==> images/clock_map.png <==
(6 px per um)
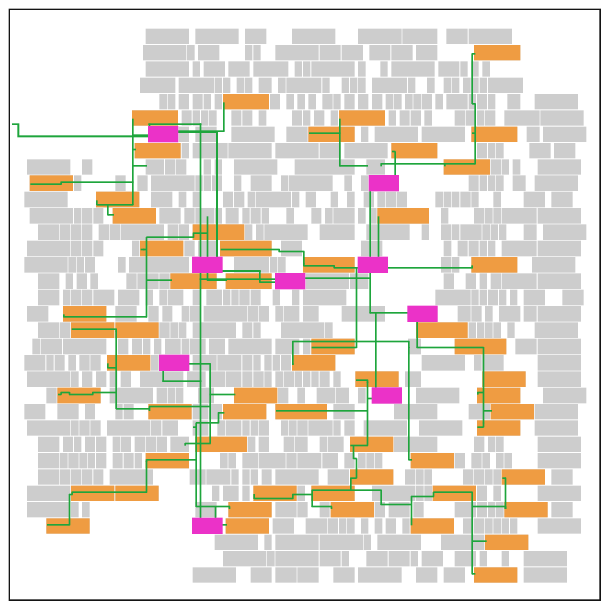
==> images/final_congestion.png <==
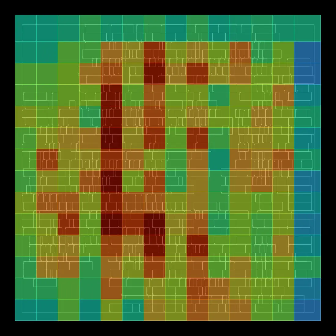
`src/rtl/alu_muldiv_seq_if.sv`:
```
// Bundle between the multiply/divide sequencer, the microcode control that starts it,
// and the shared 16-bit ALU datapath. Bit 0 is the MSB on every bus.
interface alu_muldiv_seq_if;
  // Operation request from microcode
  logic        start;
  logic        op;
  logic [0:15] x;
  logic [0:15] y;
  logic [0:15] z;

  // ALU operand buses and function select
  logic [0:15] alu_a;
  logic [0:15] alu_ac;
  logic        saryt;
  logic        sd_;
  logic        sb_;
  logic        sca_;
  logic        saa_;
  logic        scb_;
  logic        sab_;
  logic        p16_;

  // ALU results
  logic [0:15] alu_f;
  logic        alu_carry_;

  // Status and result
  logic        busy;
  logic        done;
  logic        ovf;
  logic [0:15] hi;
  logic [0:15] lo;

  modport slave (
    input  start, op, x, y, z, alu_f, alu_carry_,
    output alu_a, alu_ac, saryt, sd_, sb_, sca_, saa_, scb_, sab_, p16_,
    output busy, done, ovf, hi, lo
  );

  modport master (
    output start, op, x, y, z, alu_f, alu_carry_,
    input  alu_a, alu_ac, saryt, sd_, sb_, sca_, saa_, scb_, sab_, p16_,
    input  busy, done, ovf, hi, lo
  );
endinterface

```
`src/rtl/alu_muldiv_seq.sv`:
```
// Multi-cycle unsigned 16x16 multiply and 32/16 divide, one shift-add or shift-subtract
// step per clock, borrowing the shared 74181-based ALU for every arithmetic step.
module alu_muldiv_seq (
  input  logic            clk_sys,
  input  logic            rst,
  alu_muldiv_seq_if.slave bus
);

  typedef enum logic [1:0] {
    S_IDLE = 2'd0,
    S_MUL  = 2'd1,
    S_DCHK = 2'd2,
    S_DIV  = 2'd3
  } state_t;

  // ALU function codes packed as {saryt, sd_, sca_, sb_, saa_, p16_}
  typedef logic [5:0] alu_code_t;
  localparam alu_code_t C_PASS = 6'b000001;
  localparam alu_code_t C_ADD  = 6'b101101;
  localparam alu_code_t C_SUB  = 6'b110010;

  state_t      r_state;
  logic [0:15] r_x;
  logic [0:15] r_hi;
  logic [0:15] r_lo;
  logic [3:0]  r_cnt;
  logic        r_busy;
  logic        r_done;
  logic        r_ovf;

  state_t      w_state_nxt;
  logic [0:15] w_x_nxt;
  logic [0:15] w_hi_nxt;
  logic [0:15] w_lo_nxt;
  logic [3:0]  w_cnt_nxt;
  logic        w_busy_nxt;
  logic        w_done_nxt;
  logic        w_ovf_nxt;
  alu_code_t   w_code;
  logic [0:15] w_alu_a;
  logic        w_add_carry;
  logic        w_last;

  assign w_last = (r_cnt == 4'd15);

  // NOTE: every signal written here gets a default first, so no path leaves it
  // unassigned and no latch is inferred.
  always_comb begin
    w_state_nxt = r_state;
    w_x_nxt     = r_x;
    w_hi_nxt    = r_hi;
    w_lo_nxt    = r_lo;
    w_cnt_nxt   = r_cnt;
    w_busy_nxt  = r_busy;
    w_ovf_nxt   = r_ovf;
    w_done_nxt  = 1'b0;
    w_code      = C_PASS;
    w_alu_a     = r_hi;
    w_add_carry = 1'b0;

    unique case (r_state)
      S_IDLE: begin
        if (bus.start) begin
          w_x_nxt     = bus.x;
          w_hi_nxt    = bus.op ? bus.z : 16'h0000;
          w_lo_nxt    = bus.y;
          w_cnt_nxt   = 4'd0;
          w_ovf_nxt   = 1'b0;
          w_busy_nxt  = 1'b1;
          w_state_nxt = bus.op ? S_DCHK : S_MUL;
        end
      end

      S_MUL: begin
        // The ADD carry is product bit 17; it shifts into hi[0] with the sum.
        w_code      = r_lo[15] ? C_ADD : C_PASS;
        w_add_carry = r_lo[15] & ~bus.alu_carry_;
        w_hi_nxt    = {w_add_carry, bus.alu_f[0:14]};
        w_lo_nxt    = {bus.alu_f[15], r_lo[0:14]};
        w_cnt_nxt   = r_cnt + 4'd1;
        if (w_last) begin
          w_done_nxt  = 1'b1;
          w_busy_nxt  = 1'b0;
          w_state_nxt = S_IDLE;
        end
      end

      S_DCHK: begin
        // High word not below divisor: quotient would not fit (covers x = 0).
        w_code = C_SUB;
        if (!bus.alu_carry_) begin
          w_ovf_nxt   = 1'b1;
          w_done_nxt  = 1'b1;
          w_busy_nxt  = 1'b0;
          w_state_nxt = S_IDLE;
        end else begin
          w_state_nxt = S_DIV;
        end
      end

      S_DIV: begin
        // With r_hi[0] set the 17-bit remainder already exceeds x, so subtract
        // unconditionally; the 16-bit difference is then exact.
        w_code  = C_SUB;
        w_alu_a = {r_hi[1:15], r_lo[0]};
        if (r_hi[0] || !bus.alu_carry_) begin
          w_hi_nxt = bus.alu_f;
          w_lo_nxt = {r_lo[1:15], 1'b1};
        end else begin
          w_hi_nxt = {r_hi[1:15], r_lo[0]};
          w_lo_nxt = {r_lo[1:15], 1'b0};
        end
        w_cnt_nxt = r_cnt + 4'd1;
        if (w_last) begin
          w_done_nxt  = 1'b1;
          w_busy_nxt  = 1'b0;
          w_state_nxt = S_IDLE;
        end
      end

      default: w_state_nxt = S_IDLE;
    endcase
  end

  // NOTE: state uses non-blocking assignments so every register updates from
  // the same pre-edge values, independent of statement order.
  always_ff @(posedge clk_sys) begin
    if (rst) begin
      r_state <= S_IDLE;
      r_x     <= '0;
      r_hi    <= '0;
      r_lo    <= '0;
      r_cnt   <= '0;
      r_busy  <= 1'b0;
      r_done  <= 1'b0;
      r_ovf   <= 1'b0;
    end else begin
      r_state <= w_state_nxt;
      r_x     <= w_x_nxt;
      r_hi    <= w_hi_nxt;
      r_lo    <= w_lo_nxt;
      r_cnt   <= w_cnt_nxt;
      r_busy  <= w_busy_nxt;
      r_done  <= w_done_nxt;
      r_ovf   <= w_ovf_nxt;
    end
  end

  assign bus.alu_a  = w_alu_a;
  assign bus.alu_ac = r_x;
  assign bus.saryt  = w_code[5];
  assign bus.sd_    = w_code[4];
  assign bus.sca_   = w_code[3];
  assign bus.sb_    = w_code[2];
  assign bus.saa_   = w_code[1];
  assign bus.p16_   = w_code[0];
  assign bus.scb_   = w_code[3];
  assign bus.sab_   = w_code[1];

  assign bus.busy = r_busy;
  assign bus.done = r_done;
  assign bus.ovf  = r_ovf;
  assign bus.hi   = r_hi;
  assign bus.lo   = r_lo;

endmodule
```
`src/flat_wrapper.sv`:
```
// flat-port wrapper written by rule: the top's interface ports become plain ports
module alu_muldiv_seq_flat 
  (clk_sys, rst, bus_start, bus_op, bus_x, bus_y, bus_z, bus_alu_f, bus_alu_carry_, bus_alu_a, bus_alu_ac, bus_saryt, bus_sd_, bus_sb_, bus_sca_, bus_saa_, bus_scb_, bus_sab_, bus_p16_, bus_busy, bus_done, bus_ovf, bus_hi, bus_lo);
  alu_muldiv_seq_if bus_i ();
  input  logic clk_sys;
  input  logic rst;
  input wire logic [$bits(bus_i.start)-1:0] bus_start;
  input wire logic [$bits(bus_i.op)-1:0] bus_op;
  input wire logic [$bits(bus_i.x)-1:0] bus_x;
  input wire logic [$bits(bus_i.y)-1:0] bus_y;
  input wire logic [$bits(bus_i.z)-1:0] bus_z;
  input wire logic [$bits(bus_i.alu_f)-1:0] bus_alu_f;
  input wire logic [$bits(bus_i.alu_carry_)-1:0] bus_alu_carry_;
  output wire logic [$bits(bus_i.alu_a)-1:0] bus_alu_a;
  output wire logic [$bits(bus_i.alu_ac)-1:0] bus_alu_ac;
  output wire logic [$bits(bus_i.saryt)-1:0] bus_saryt;
  output wire logic [$bits(bus_i.sd_)-1:0] bus_sd_;
  output wire logic [$bits(bus_i.sb_)-1:0] bus_sb_;
  output wire logic [$bits(bus_i.sca_)-1:0] bus_sca_;
  output wire logic [$bits(bus_i.saa_)-1:0] bus_saa_;
  output wire logic [$bits(bus_i.scb_)-1:0] bus_scb_;
  output wire logic [$bits(bus_i.sab_)-1:0] bus_sab_;
  output wire logic [$bits(bus_i.p16_)-1:0] bus_p16_;
  output wire logic [$bits(bus_i.busy)-1:0] bus_busy;
  output wire logic [$bits(bus_i.done)-1:0] bus_done;
  output wire logic [$bits(bus_i.ovf)-1:0] bus_ovf;
  output wire logic [$bits(bus_i.hi)-1:0] bus_hi;
  output wire logic [$bits(bus_i.lo)-1:0] bus_lo;
  assign bus_i.start = bus_start;
  assign bus_i.op = bus_op;
  assign bus_i.x = bus_x;
  assign bus_i.y = bus_y;
  assign bus_i.z = bus_z;
  assign bus_i.alu_f = bus_alu_f;
  assign bus_i.alu_carry_ = bus_alu_carry_;
  assign bus_alu_a = bus_i.alu_a;
  assign bus_alu_ac = bus_i.alu_ac;
  assign bus_saryt = bus_i.saryt;
  assign bus_sd_ = bus_i.sd_;
  assign bus_sb_ = bus_i.sb_;
  assign bus_sca_ = bus_i.sca_;
  assign bus_saa_ = bus_i.saa_;
  assign bus_scb_ = bus_i.scb_;
  assign bus_sab_ = bus_i.sab_;
  assign bus_p16_ = bus_i.p16_;
  assign bus_busy = bus_i.busy;
  assign bus_done = bus_i.done;
  assign bus_ovf = bus_i.ovf;
  assign bus_hi = bus_i.hi;
  assign bus_lo = bus_i.lo;
  alu_muldiv_seq u_core (.clk_sys(clk_sys), .rst(rst), .bus(bus_i));
endmodule
```
`config.mk`:
```
export PLATFORM = sky130hd
export DESIGN_NAME = alu_muldiv_seq_flat
export DESIGN_NICKNAME = d
export VERILOG_FILES = /design/src/rtl/alu_muldiv_seq_if.sv /design/src/rtl/alu_muldiv_seq.sv /design/src/flat_wrapper.sv
export SDC_FILE = /design/constraint.sdc
export NUM_CORES = 1
export LEC_CHECK = 0
export ABC_AREA = 1
export CAP_MARGIN = 40
export CORE_MARGIN = 2
export CORE_UTILIZATION = 35
export DETAILED_ROUTE_END_ITERATION = 6
export PLACE_DENSITY = 0.81
export SLEW_MARGIN = 5
export SYNTH_ARGS = -nofsm -noshare
export SYNTH_HDL_FRONTEND = slang
export SYNTH_SLANG_ARGS = --single-unit
```
`constraint.sdc`:
```
create_clock -name clk_sys -period 1.7 [get_ports clk_sys]
set_input_delay 0.34 -clock clk_sys [delete_from_list [all_inputs] [get_ports clk_sys]]
set_output_delay 0.34 -clock clk_sys [all_outputs]
set_load 0.1 [all_outputs]
```
==> results.json <==
{
  "postRouteAntennaNets": 0,
  "violations": "setup timing",
  "netlist_area_um2": 3110,
  "drcViolationCount": 0,
  "power.total_mw": 9.31,
  "worstMarginPinSlew_ns": 0.249,
  "track_usage_pct": 22.7,
  "h-tree-depth": 3,
  "worst_path_largest_cell_delay_ns": 0.38,
  "cp.depth": 5,
  "reg2reg_depth": 10,
  "status": "complete, but fails checks",
  "ir_worst_vdd_mv": 0.879,
  "timing.rr.start": "u_core.r_state[1]$_SDFFE_PP0P_",
  "clk_pin_slew_ns": 0.09,
  "grt_max_degree": 37,
  "hpwl_mm": 7.96,
  "ys_cells": 491,
  "grt_overflow_total": 0,
  "hold-path-endpoint": "u_core.r_cnt[3]$_SDFFE_PP0P_",
  "warnings": 29,
  "yosys-stat-area_um2": 3110,
  "rsz0062_at_grt": "yes",
  "fp_util_pct": 35.8,
  "crit_buf_inv": 2,
  "critPathSlowestCell": "dfxtp_4",
  "final-setup-viol-count": 18,
  "whs_path_depth": 2,
  "io_pins": 144,
  "hp-start": "u_core.r_cnt[3]$_SDFFE_PP0P_",
  "dp.cells": 726,
  "reg2reg_slack_ns": 0.12,
  "min_path_type": "register to register",
  "antenna_found_initial": 0,
  "cp-start-kind": "register",
  "dpl_worst_slack_ns": -0.0134,
  "max_freq_ghz": 0.571,
  "dieWidth_um": 98.2,
  "clockRootBuffer": "clkbuf_8",
  "cts_hold_buf": 0,
  "worstSkewPairLatency_ns": 0.35,
  "cts_tree": "done",
  "dr.first_iter.drc_count": 297,
  "post-route-min-period_ns": 1.75,
  "grt_pass1_wl_mm": 17.8,
  "cts.sinks": 57,
  "fill_cells": 670,
  "routedWlPerCell_um": 14.9,
  "crit_path_max_fanout": 9,
  "path_delay_family": "flip-flops",
  "synth.cellmix.compoundShare_pct": 24.8,
  "finalWirelength_mm": 11.1,
  "postSynthSeqShare_pct": 36.7,
  "synth-seq-cells": 57,
  "grt_pass1_vias": 3699,
  "cellPowerDensity_nw_per_um2": 1540,
  "synthSimpleGateAreaFrac_pct": 25.4,
  "routed_via_density": 5.05,
  "syn-mean-instance-area_um2": 6.33,
  "fin_nets": 707,
  "cts_buffers": 9,
  "reg2reg_to": "u_core.bus.hi[0]$_SDFFE_PP0P_",
  "cts_buffer_depth": 2,
  "dr.pass1.iters": 5,
  "critPathCaptureType": "output pin",
  "max_cap_violations": 0,
  "port_buffers": 143,
  "fin_skew_ns": 0.0143,
  "vias": 3784,
  "crit_type": "register to output pin",
  "final_cells": 750,
  "logic_family": "simple AND/OR/NAND/NOR gates",
  "yosys.area_share.xor_xnor_pct": 0,
  "finalCritPeriodShare_pct": 103,
  "leakagePower_nw": 2.49,
  "synthesis.nets": 561,
  "required_ns": 1.36,
  "crit_arrival_ns": 1.41,
  "setup_ws_ns": -0.0504,
  "synthDistinctLibCells": 23,
  "ys_sh_mux_pct": 0,
  "row_count": 34
}
## Picture notes: clock_map.png
Key: magenta = cells driving clock nets [count 9]; orange = flip-flops [count 57]; green = clock wires [length 834 um]
Position of the flops: spread over the die. There are 10 routed clock nets.

## Picture notes: final_congestion.png
met2 usage: 39.9%
final core utilization: 69.4%
GR Util met1: 26.4%
GR peak layer: met2
met3 Use GR: 5.37%

[final cells by class]
class	count	area (um^2)	share of cell area (%)
multi-input combinational	356	1810	30.1
sequential	57	1190	19.7
inverter	42	168	2.78
clock buffer	9	124	2.06
clock inverter	7	57.6	0.955
timing repair buffer	171	2540	42.2
tap	108	135	2.24
[tightest hold or removal path, cell delays in order (launching register included)]
cell     delay [ns]
dfxtp_1        0.33
nand2_1        0.07
a21oi_1        0.05
[how the worst max path moves through the flow]
stage | end | startpoint
2_1_floorplan | bus_sca_ | u_core.r_state[1]$_SDFFE_PP0P_
3_3_place_gp | u_core.bus.alu_ac[6]$_SDFFE_PP0P_ | bus_start
3_5_place_dp | u_core.bus.alu_ac[11]$_SDFFE_PP0P_ | bus_start
4_1_cts | bus_alu_a[6] | u_core.r_state[0]$_SDFFE_PP0P_
5_1_grt | bus_sca_ | u_core.r_state[1]$_SDFFE_PP0P_
6_report | bus_alu_a[10] | u_core.r_state[0]$_SDFFE_PP0P_
[cells in the final DEF (no fill, tap or decap), types with 3 or more instances in the layout]
cell type        netlist  final
dfxtp_4                0      8
inv_1                 39     38
dfxtp_1               57     37
buf_4                  9     15
a21oi_1               51     51
clkdlybuf4s50_1        0     68
nand2_2                1      9
o21ai_0               87     75
buf_12                 0     83
o21ai_1                8      3
o21ai_4                0     16
nor2_1                61     59
nand2_1              131    121
buf_6                  6      3
clkbuf_8               0      9
inv_6                  1      6
nand3_1                7      7
o211ai_1               3      3
dfxtp_2                0     12
[state kept, by name, summed over array words and instances (netlist names)]
name and flops:
u_core.r_cnt 4, u_core.bus.ovf 1, u_core.bus.lo 16, u_core.r_state 2
u_core.bus.alu_ac 16, u_core.bus.hi 16, u_core.bus.done 1, u_core.bus.busy 1
[cells in the mapped netlist]
cell	number	area [um^2]
nand2_1	131	492
buf_4	9	67.6
ha_1	1	12.5
inv_6	1	8.76
nor2_2	1	6.26
inv_2	1	3.75
inv_1	39	146
nor3_1	2	10.0
clkinv_2	1	5.00
a21oi_1	51	255
dfxtp_1	57	1140
buf_2	12	60.1
buf_6	6	67.6
a21oi_2	1	8.76
clkbuf_1	9	33.8
o21ai_0	87	435
o211ai_1	3	22.5
o21ai_1	8	40.0
nor2_1	61	229
nand2_4	1	11.3
nand2_2	1	6.26
nand3_1	7	35.0
o211a_1	1	10.0
[routing by layer]
metal | wire [um] | GRT usage (%) | vias to the layer above
met4 | 323 | 9.80 | 0
met1 | 4310 | 26.4 | 1723
met2 | 5620 | 39.9 | 176
met3 | 884 | 5.37 | 23
met5 | 0 | 0 | -
li1 | - | - | 1862
[report_power, final]
group          internal [mW]  switching (mW)
logic                   2.15            3.94
clock network          0.554           0.651
registers               1.63           0.379
total                   4.34            4.97
[per-stage QoR]
step	cell area, um^2	TNS (ns)
2_1_floorplan	3410	-3.12
6_report	6030	-0.601
5_1_grt	6030	-1.43
3_3_place_gp	5660	0
4_1_cts	6010	-0.796
3_5_place_dp	5660	-0.0134
[what timing repair did]
item | CTS | global route
pin swaps | 3 | 0
setup endpoints to repair | 20 | 20
gates cloned | 2 | 0
buffers inserted | 5 | 1
resized | 19 | 4
